Design alu_rs_issue_flat, sky130hd; sources not shown.
Figure 1. M4 wires (run 1).
(1 px per um) Supply wires on this layer in gray.
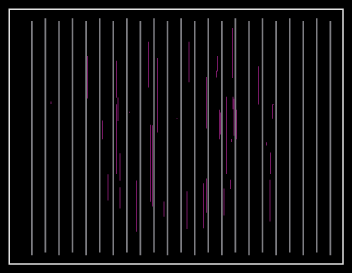
nets with wire on the layer: 22
share of all routed wire: 1.9%
wire length on this layer: 1250 um
routed via count: 12.72k
routed wire length: 65.41 mm

Figure 2. Placement density heat map (run 1).
(1 px per um) The die is cut into 33 by 25 equal tiles; dark blue is low, red is high, 0 to 100% covered.
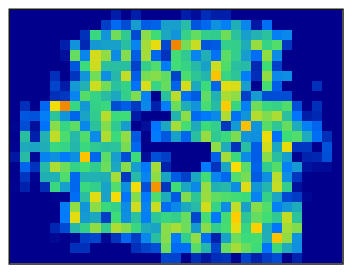
tiles over 75% full: 1.2%
mean over tiles: 26%
nearly empty tiles: 31%
fullest tile: 85%
final design utilization: 0.3117
core region area: 74670 sq um

Figure 3. Track usage over the die (run 1).
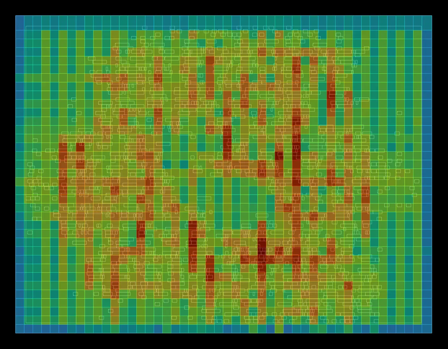
M2 GR Usage: 0.2395
Avg WL per Cell: 24.99 um

Figure 4. Nets reached from selected ports (run 1).
(1 px per um)
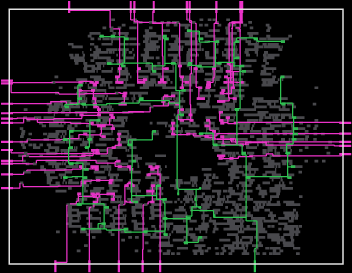
[green] reset | bits: 1 | direction: input | edge: bottom | end cells: 74 | buffers: 2 | wire: 1830 um
[magenta] bus_allocSrc2 | bits: 32 | direction: input | edge: 12 left, 10 top, 5 bottom, 5 right | end cells: 128 | buffers: 32 | wire: 3860 um
Ports: 200
IO buf count: 199

==> impl_metrics.tcl, run 1 <==
# metrics dict for downstream scripts
set metrics [dict create \
    outcome "finished, final reports clean" \
    via_per_inst 4.857 \
    regArea_sq_um 11370 \
    fin_tns_setup_ns 0 \
    pwr-share-seq 0.487 \
    setup_violations 0 \
    fin_nets 1724 \
    yosysTopAreaCellShare 0.5059 \
    die_w_um 332.3 \
    rows 87 \
    drt_iter0_drc 768 \
    grt.met1_usage 0.2029 \
    top_cell "edfxtp_1" \
    intPower_uw 2070 \
    drv_cap 0 \
    mux_share 0.1597 \
    yosys-dominant-comb-family "multiplexers" \
    final-max-slew-violation-count 0 \
    drcViolationCount 0 \
    ys_seq_share 0.6063 \
    worst_slew_pin_slew_ns 1.157 \
    cts_num_sinks 410 \
    cts_buffer_depth 3 \
    p_per_area_nw_per_um2 116.4 \
    drive_gt1_frac 0.2671 \
    rrSetupSlack_ns 11.67 \
    warnings 26 \
    use_met3 0.04006 \
    hold_depth 2 \
]
==> run 1: metrics by stage <==
step / std cells / total power, uW / worst slack [ns]
after floorplan: 1432 / 1479 / 7.394
after global placement: 2528 / 1594 / 8.199
after detailed placement: 2528 / 1598 / 8.174
after CTS: 2614 / 2743 / 8.784
after global routing: 2615 / 2805 / 8.611
final: 2618 / 2708 / 8.791
==> run 1: worst max-delay path: stages <==
cell,delay [ns]
clkdlybuf4s50_1,0.76
xor2_1,0.31
nor4_2,0.35
nand4b_1,0.43
nand2_2,0.64
buf_4,0.48
mux2_2,0.39
==> run 1: layout make-up <==
class                      count  share of cell area
tap                          979             0.05263
antenna                        3           0.0003226
clock buffer                  46             0.04946
clock inverter                40             0.01392
multi-input combinational    909              0.2992
inverter                       5           0.0008064
sequential                   410              0.4886
timing repair buffer         226             0.09505
Figure 5. Routed clock nets over the placement (run 1).
(1 px per um)
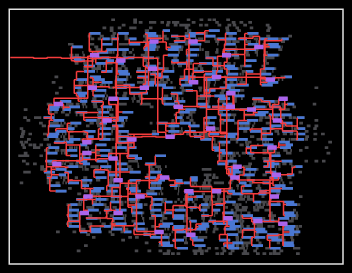

==> run 2: changes to the inputs <==
--- a/config.mk
+++ b/config.mk
@@ -10,7 +10,7 @@
 export CORE_UTILIZATION = 25
 export CTS_BUF_LIST = sky130_fd_sc_hd__clkbuf_16
 export DETAILED_ROUTE_END_ITERATION = 7
-export PLACE_DENSITY = 0.45
+export PLACE_DENSITY = 0.46
 export SETUP_SLACK_MARGIN = 0.3
 export SLEW_MARGIN = 20
 export SYNTH_ARGS = -nofsm -noshare
==> constraint.sdc (replaced) <==
create_clock -name clk -period 5.2 [get_ports clk]
set_input_delay 1.04 -clock clk [delete_from_list [all_inputs] [get_ports clk]]
set_output_delay 1.04 -clock clk [all_outputs]
set_load 0.01 [all_outputs]
Figure 6. Routed clock nets over the placement (run 2).
(1 px per um)
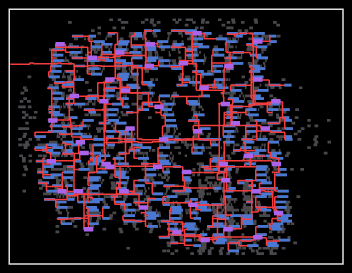
[purple] cells driving clock nets | count: 47
[blue] flip-flops | count: 410
[red] clock wires | length: 6020 um
routed clock nets: 48
power in the clock group: 3010 uW
clk latency late pin: 0.57 ns
clk_skew: 0.01429 ns
clock share of power: 0.401

==> run 2 against run 1 <==
Synthesized cell count unchanged. Flip-flop count unchanged. Clock skew down 0.0078 ns. Largest cell class unchanged. Total power rose to 2.8 times the previous value. Hold slack better by 0.012 ns. Final cell count up 0.50%. Register-to-register slack worse by 9.3 ns.
==> impl_metrics.tcl, run 2 <==
# metrics dict for downstream scripts
set metrics [dict create \
    outcome "finished, final reports clean" \
    dp_slack_ns 0.7944 \
    dp.cells 2542 \
    layout_setup_ws_ns 1.429 \
    mux_share 0.1597 \
    setup_violations 0 \
    rrSetupSlack_ns 2.39 \
    fin_nets 1739 \
    worst_slew_pin_slew_ns 1.112 \
    cts_num_sinks 410 \
    post_drt_wl_per_cell_um 24.88 \
    crit_cells 8 \
    cpPeakStageDelay_ns 0.75 \
    yosys-dominant-comb-family "multiplexers" \
    fin_util 0.3129 \
    ys_seq_share 0.6063 \
    via_per_inst 4.809 \
    top_cell "edfxtp_1" \
    cp_num_buf_inv 3 \
    drv_cap 0 \
    crit_path_frequent_cell "buf_4" \
    cts_buffer_depth 3 \
    wl_mm 65.46 \
    warnings 26 \
    die_w_um 332.3 \
    drcViolationCount 0 \
    via_count 12650 \
    portBuffers 199 \
    drive_gt1_frac 0.2644 \
]
[run 2: cell count changes in the layout (fill, tap and decap cells not counted), sizes merged]
cell,change
clkbuf,+3
buf,+14
clkinv,-8
bufinv,-5
clkinvlp,-1
inv,+10
[run 2: final cells by class]
cell class,count,area (sq um)
Sequential cell,410,11370
Fill cell,7478,51310
Timing Repair Buffer,240,2330
Antenna cell,3,7.507
Tap cell,979,1225
Multi-Input combinational cell,909,7044
Inverter,5,18.77
Clock buffer,49,1226
Clock inverter,36,143.9
[run 2: metal layers]
| metal | up-vias | track usage | wire length [um] |
|---|---|---|---|
| li1 | 5825 | - | - |
| met1 | 6398 | 0.2078 | 31260 |
| met2 | 336 | 0.2384 | 28830 |
| met3 | 74 | 0.03830 | 4355 |
| met4 | 20 | 0.03080 | 899 |
| met5 | - | 0 | 117 |
Figure 7. Track usage over the die (run 2).
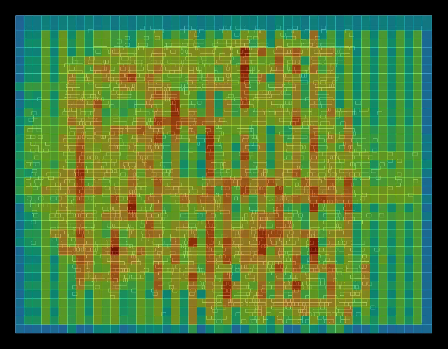

==> run 3: changes to the inputs <==
==> constraint.sdc (replaced) <==
create_clock -name clk -period 3.3 [get_ports clk]
set_input_delay 0.66 -clock clk [delete_from_list [all_inputs] [get_ports clk]]
set_output_delay 0.66 -clock clk [all_outputs]
set_load 0.01 [all_outputs]
Figure 8. Track usage over the die (run 3).
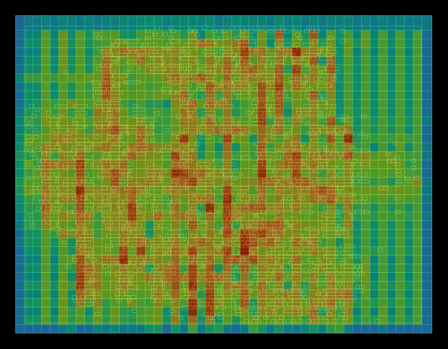
M2 GR Usage: 0.2426
final design utilization: 0.3202
GR Util met3: 0.02806
met1 usage: 0.2172

==> run 3 against run 2 <==
Register-to-register slack got worse by 1.8 ns. Sequential power rose by 57%. Clock skew rose by 0.017 ns. Critical path depth rose by 1. Global-route usage rose by 0.24 points. Via count rose by 1.9%. Non-clock buffer count rose by 21. Wire length rose by 1.5%. Total power rose by 60%. Combinational power rose by 68%. Cell area rose by 2.3%.
==> impl_metrics.tcl, run 3 <==
# metrics dict for downstream scripts
set metrics [dict create \
    clkPwrFrac 0.402 \
    post_drt_wl_per_cell_um 25.06 \
    drive_gt1_frac 0.2772 \
    cts_num_sinks 410 \
    portBuffers 199 \
    cpPeakStageDelay_ns 0.56 \
    fin_nets 1759 \
    dp.cells 2564 \
    drcViolationCount 0 \
    outcome "finished, final reports clean" \
    wl_met2_mm 29.61 \
    ys_seq_share 0.6063 \
    setup_violations 0 \
    layout_setup_ws_ns 0.3894 \
    busiest_layer "met2" \
    top_cell "edfxtp_1" \
    drt-met1-wl_mm 32.01 \
    wl_mm 66.44 \
    crit_cells 9 \
    clk_latency_ns 0.59 \
    crit_path_frequent_cell "buf_4" \
    wl_met3_mm 3.575 \
    top_layer_used "met5" \
    cts_buffer_depth 3 \
]
==> run 3: cell counts after synthesis <==
Identical to the previous run, type by type.
==> run 3: final cells by class <==
cell class | instances | area, sq um
Clock buffer | 46 | 1151
Fill cell | 7477 | 50760
Timing Repair Buffer | 261 | 2863
Inverter | 5 | 18.77
Multi-Input combinational cell | 909 | 7044
Clock inverter | 39 | 234.0
Sequential cell | 410 | 11370
Antenna cell | 2 | 5.005
Tap cell | 979 | 1225
==> run 3: kinds of logic after synthesis <==
kind of cell    synth area share
mux                       0.1597
buf+inv                  0.03002
compound gates            0.1139
simple gates             0.06671
flops                     0.6063
xor+xnor                 0.02335
Power and IR drop assume default switching activity.
